===== src/rtl/mem_stage.sv =====
// MEM stage of the pipelined LC-3b.
// Consumes the AGEX->MEM pipeline register and performs data-cache accesses
// (LDR/STR/LDB/STB/LDI/STI) over a request/response handshake. It stalls the
// upstream pipe while an access is in flight and forwards the result to MEM->WB.
// LDI/STI first read a word pointer, then do the final access through it.
//
// Ports
//   clk, reset_n                : clock, asynchronous active-low reset
//   mem_valid/read/write/byte/indirect : decoded control of the MEM-stage instruction
//   mem_address, mem_aluresult  : effective address, ALU/shift result
//   mem_srdata                  : store data
//   mem_ir, mem_npc, mem_drid   : passthrough fields
//   dmem_*                      : data-cache request/response handshake
//   stall_out                   : hold all upstream pipeline registers
//   wb_valid, wb_data           : MEM->WB entry valid and result
//   wb_ir, wb_npc, wb_drid      : passthrough fields
//   mem_error                   : sticky, a single response wait exceeded WAIT_LIMIT
module mem_stage #(
  parameter int unsigned WAIT_LIMIT = 255
) (
  input  logic        clk,
  input  logic        reset_n,
  input  logic        mem_valid,
  input  logic        mem_read,
  input  logic        mem_write,
  input  logic        mem_byte,
  input  logic        mem_indirect,
  input  logic [15:0] mem_address,
  input  logic [15:0] mem_aluresult,
  input  logic [15:0] mem_srdata,
  input  logic [15:0] mem_ir,
  input  logic [15:0] mem_npc,
  input  logic [2:0]  mem_drid,
  input  logic [15:0] dmem_rdata,
  input  logic        dmem_resp,
  output logic [15:0] dmem_address,
  output logic        dmem_read,
  output logic        dmem_write,
  output logic [1:0]  dmem_wmask,
  output logic [15:0] dmem_wdata,
  output logic        stall_out,
  output logic        wb_valid,
  output logic [15:0] wb_data,
  output logic [15:0] wb_ir,
  output logic [15:0] wb_npc,
  output logic [2:0]  wb_drid,
  output logic        mem_error
);

  localparam int unsigned CntW = (WAIT_LIMIT < 2) ? 1 : $clog2(WAIT_LIMIT + 1);

  typedef enum logic [1:0] {StIdle, StInd, StAcc, StDone} state_e;

  state_e          state_q, state_d;
  logic [15:0]     ptr_q, ptr_d;
  logic [15:0]     rdata_q, rdata_d;
  logic [CntW-1:0] wait_q, wait_d;
  logic            err_q, err_d;

  logic        op;
  logic [15:0] acc_addr;
  logic [15:0] load_data;
  logic        in_wait;

  assign op       = mem_valid & (mem_read | mem_write);
  assign acc_addr = mem_indirect ? ptr_q : mem_address;
  assign in_wait  = (state_q == StInd) || (state_q == StAcc);

  // Byte loads pick the lane addressed by A[0] and zero-extend it.
  assign load_data = mem_byte ? {8'h00, (acc_addr[0] ? rdata_q[15:8] : rdata_q[7:0])} : rdata_q;

  assign wb_ir     = mem_ir;
  assign wb_npc    = mem_npc;
  assign wb_drid   = mem_drid;
  assign mem_error = err_q;

  always_comb begin
    state_d      = state_q;
    ptr_d        = ptr_q;
    rdata_d      = rdata_q;
    dmem_address = 16'h0000;
    dmem_read    = 1'b0;
    dmem_write   = 1'b0;
    dmem_wmask   = 2'b00;
    dmem_wdata   = 16'h0000;
    stall_out    = 1'b0;
    wb_valid     = 1'b0;
    wb_data      = mem_aluresult;
    unique case (state_q)
      StIdle: begin
        if (op) begin
          stall_out = 1'b1;
          state_d   = mem_indirect ? StInd : StAcc;
        end else begin
          wb_valid = mem_valid;
        end
      end
      StInd: begin
        // Pointer fetch is always a word read, regardless of mem_byte.
        stall_out    = 1'b1;
        dmem_read    = 1'b1;
        dmem_address = {mem_address[15:1], 1'b0};
        if (dmem_resp) begin
          ptr_d   = dmem_rdata;
          state_d = StAcc;
        end
      end
      StAcc: begin
        stall_out    = 1'b1;
        dmem_address = {acc_addr[15:1], 1'b0};
        if (mem_read) begin
          dmem_read = 1'b1;
        end else if (mem_write) begin
          dmem_write = 1'b1;
          if (mem_byte) begin
            dmem_wmask = acc_addr[0] ? 2'b10 : 2'b01;
            dmem_wdata = {mem_srdata[7:0], mem_srdata[7:0]};
          end else begin
            dmem_wmask = 2'b11;
            dmem_wdata = mem_srdata;
          end
        end
        if (dmem_resp) begin
          rdata_d = dmem_rdata;
          state_d = StDone;
        end
      end
      StDone: begin
        wb_valid = 1'b1;
        wb_data  = mem_read ? load_data : mem_aluresult;
        state_d  = StIdle;
      end
      default: state_d = StIdle;
    endcase
  end

  // Wait counter restarts on every state entry and saturates at all-ones.
  // The error flag is raised on the edge where the count reaches WAIT_LIMIT,
  // so it is visible in the same cycle that wait_cnt == WAIT_LIMIT.
  always_comb begin
    wait_d = wait_q;
    err_d  = err_q;
    if (state_d != state_q) begin
      wait_d = '0;
    end else if (in_wait && !dmem_resp && !(&wait_q)) begin
      wait_d = wait_q + 1'b1;
    end
    if ((WAIT_LIMIT != 0) && in_wait && !dmem_resp && (wait_d == CntW'(WAIT_LIMIT))) begin
      err_d = 1'b1;
    end
  end

  always_ff @(posedge clk or negedge reset_n) begin
    if (!reset_n) begin
      state_q <= StIdle;
      ptr_q   <= 16'h0000;
      rdata_q <= 16'h0000;
      wait_q  <= '0;
      err_q   <= 1'b0;
    end else begin
      state_q <= state_d;
      ptr_q   <= ptr_d;
      rdata_q <= rdata_d;
      wait_q  <= wait_d;
      err_q   <= err_d;
    end
  end

endmodule


===== config.mk =====
export PLATFORM = sky130hd
export DESIGN_NAME = mem_stage
export DESIGN_NICKNAME = d
export VERILOG_FILES = /design/src/rtl/mem_stage.sv
export SDC_FILE = /design/constraint.sdc
export NUM_CORES = 1
export LEC_CHECK = 0
export ABC_AREA = 1
export CORE_MARGIN = 4
export CORE_UTILIZATION = 33
export CTS_CLUSTER_DIAMETER = 50
export DETAILED_ROUTE_END_ITERATION = 12
export PLACE_DENSITY_LB_ADDON = 0.2
export SYNTH_ARGS = -nofsm -noshare
export SYNTH_HDL_FRONTEND = slang
export SYNTH_SLANG_ARGS = --single-unit
export TNS_END_PERCENT = 5

===== constraint.sdc =====
create_clock -name clk -period 1.8 [get_ports clk]
set_clock_uncertainty 0.2 [all_clocks]
set_input_delay 0.18 -clock clk [delete_from_list [all_inputs] [get_ports clk]]
set_output_delay 0.18 -clock clk [all_outputs]
set_load 0.01 [all_outputs]

run_1/clocks.png
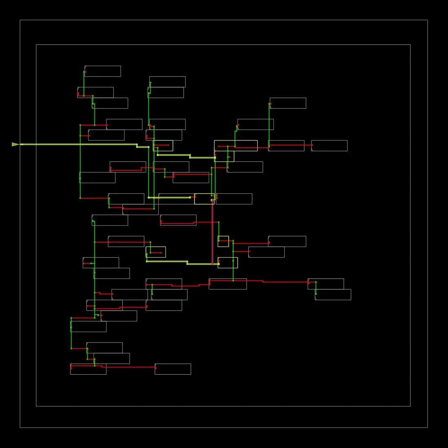
Clk. pwr: 738 uW
Late-Pin Clk Latency: 0.29 ns

run_1/layer_met2.png
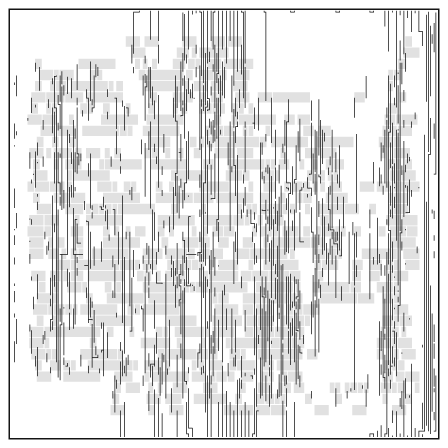
- main direction: vertical
- wire length on this layer: 5,240 um
- nets with wire on the layer: 565
- longest straight run: 72.1 um

run_1/wires.png
Two of the layers only.
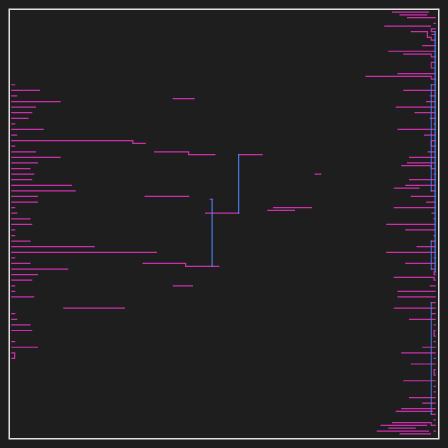
- blue: metal 4 (wire length 149 um)
- magenta: metal 3 (wire length 786 um)

run_1/sizes.png
The bar under the picture is 20 um long.
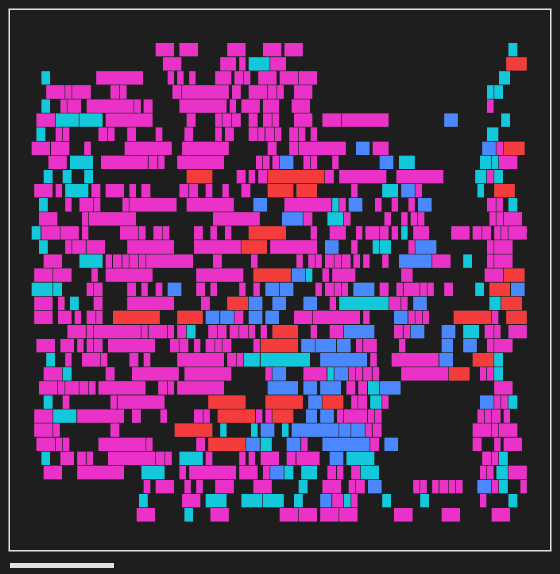
- cyan: _2 cells (cells 81)
- red: _6 and larger (cells 29)
- blue: _3 and _4 cells (cells 61)
- magenta: _0 and _1 cells (cells 413)

==> CHANGELOG.md, run 1 <==
## Flow update

- Synth logic family: simple AND/OR/NAND/NOR gates
- Post-CTS Setup Inserts: 5
- Failing checks: negative setup slack
- Most frequent cell after synthesis: nand2_1
- Setup tns final: -16.00 ns
- Complex Gates by Area: about 17%
- Top Registers: ptr_q x16, rdata_q x16, wait_q x8
- Placed cell areas: about 4600 sq um
- Most numerous logic cells after layout: nand2_1, clkdlybuf4s50_1, o21ai_0
- Via count: between 3,000 and 4,000
- CP max stage cell: dfrtp_2
- Vias in the first global route: between 3,000 and 4,000
- VDD IR max: around 0.55 mV
- Comb gates: approximately 290
- Finished Layout Cells: around 690
- Placed Cells: between 600 and 700
- Combinational power: 3.50 mW
- M3 GR Usage: 5.71%
- Met1 usage: between 20 and 25%
- Most used flip-flop cell: dfrtp_1
- Initial Util: approximately 35%
- Status: finished with violations
- Critical-path maximum fanout: 7
- # DRC: 0
- Logic area: roughly 1600 sq um
- CP Launch Type: register
- Die X: between 100 and 150 um
- CP Data Arrival Time: ~1.8 ns
- Initial antenna violation count: 0
- CP Cell Sequence: inv_2, ha_4, inv_4, buf_6, o21ai_4, clkbuf_16, a22oi_1, nor2_1, buf_2
- EDFF count, synth: 0
- Crit path capture type: output port
- Tool warnings: 35
- DR WL met2: 5.24 mm
- Switching portion of total power: between 40 and 50%
- Met1 WL: 4.05 mm
- Final-report setup violation count: roughly 62
- Final sequential cell count: approximately 43
- FA/HA/MAJ Cells, Area Fraction: 3.28%
- WL/cell: roughly 15 um
- Cycle use final: 121%
- Worst-path clk slew: around 0.080 ns
- CP endpoint: dmem_address[12]
- Mapped Cells: approximately 440
- NonClk Buf Share: a little over a third
- Reg2reg path depth: 11
- CTS Buf Count: 5
- Power per cell area: approximately 1200 nW/um^2
- Crit path kind: register to output port
- Final worst slack: -0.379 ns
- I/O pin count: 197
- Worst-case clock buffer depth: 2
- Bufs and invs on worst path: 5
- Reg-to-Reg End: mem_error$_DFFE_PN0P_
- Seq power: ~1.6 mW
- Max Transition Viols Final: 0
- Max Freq: between 400 and 500 MHz
==> run 1 -> run 2 <==
CORE_UTILIZATION = 40   (was 33)
clock period = 2.71 ns   (was 1.8 ns; I/O delays follow)
run_2/layer_met4.png
The bar under the picture is 20 um long.
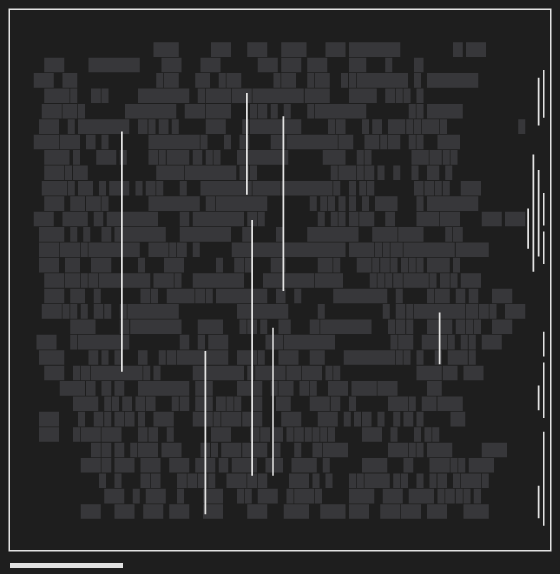
- nets with wire on the layer: 19
- wire length on this layer: 307 um
- share of all routed wire: 3.3%
- longest straight run: 44.9 um
- main direction: vertical

run_2/layer_met2.png
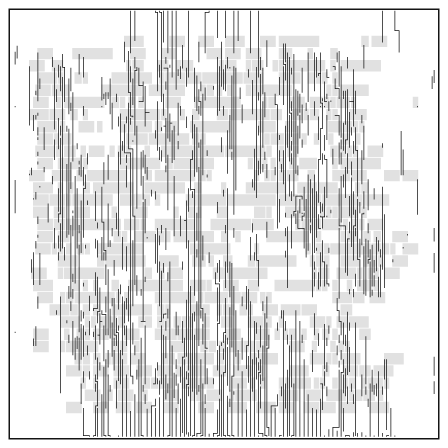
- share of all routed wire: 50%
- longest straight run: 49.8 um
- main direction: vertical

run_2/clocks.png
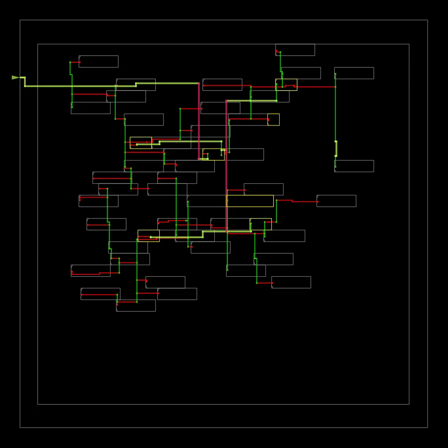
clk sinks: 43
CTS Buf Count: 5
Late-Pin Clk Latency: 0.30 ns

==> run 2 against run 1 <==
Compared with the run above: the run now ends clean; hold slack gained 0.14 ns; via count shrank 6.6%; non-clock buffer count shrank 45; critical path depth shrank 2; core utilization grew 6.1 points; highest routed layer unchanged.
==> CHANGELOG.md, run 2 <==
## Flow update

- Status: finished clean
- # DRC: 0 (unchanged)
- I/O pin count: 197 (unchanged)
- Comb gates: 287 (unchanged)
- Seq power: 1.11 mW (-31%)
- WL/cell: 14.6 um (-1.6%)
- Mapped Cells: 442 (unchanged)
- Final sequential cell count: 43 (unchanged)
- Post-CTS Setup Inserts: 4 (-1)
- Most frequent cell after synthesis: nand2_1
- Placed cell areas: 4180 sq um (-10%)
- Complex Gates by Area: 16.9% (unchanged)
- Most used flip-flop cell: dfrtp_1
- Top Registers: ptr_q x16, rdata_q x16, wait_q x8
- Reg-to-Reg End: mem_error$_DFFE_PN0P_
- FA/HA/MAJ Cells, Area Fraction: 3.28% (unchanged)
- Clk. pwr: 500 uW (-32%)
- Worst-case clock buffer depth: 2 (unchanged)
- Max Freq: 371 MHz
- Combinational power: 1.85 mW (-47%)
- Met1 WL: 3.67 mm (-9.5%)
- Logic area: 1450 sq um (-7.9%)
- Critical-path maximum fanout: 24 (+17)
- Power per cell area: 777 nW/um^2 (-36%)
- Crit path kind: register to output port
- Finished Layout Cells: 638 (-7.8%)
- CP endpoint: wb_data[0]
- Synth logic family: simple AND/OR/NAND/NOR gates
- Via count: 3,065 (-6.6%)
- Switching portion of total power: 42.7% (+1.1 points)
- EDFF count, synth: 0 (unchanged)
- Final worst slack: 0.0178 ns (+0.397 ns)
- Bufs and invs on worst path: 3 (-2)
- Met1 usage: 23.2% (+2.4 points)
- CP max stage cell: clkdlybuf4s50_1
- M3 GR Usage: 5.21% (-0.50 points)
- Reg2reg path depth: 10 (-1)
- Worst-path clk slew: 0.08 ns (about the same)
- Vias in the first global route: 3,054 (-9.1%)
- Initial Util: 41.7% (+7.1 points)
- Placed Cells: 625 (-7.7%)
- CP Data Arrival Time: 2.22 ns (+0.42 ns)
- CP Cell Sequence: buf_4, ha_1, nand2_1, buf_8, a21oi_1, a21oi_1, clkdlybuf4s50_1
- Most numerous logic cells after layout: nand2_1, clkdlybuf4s50_1, inv_1, o21ai_0
Power and IR drop assume default switching activity.
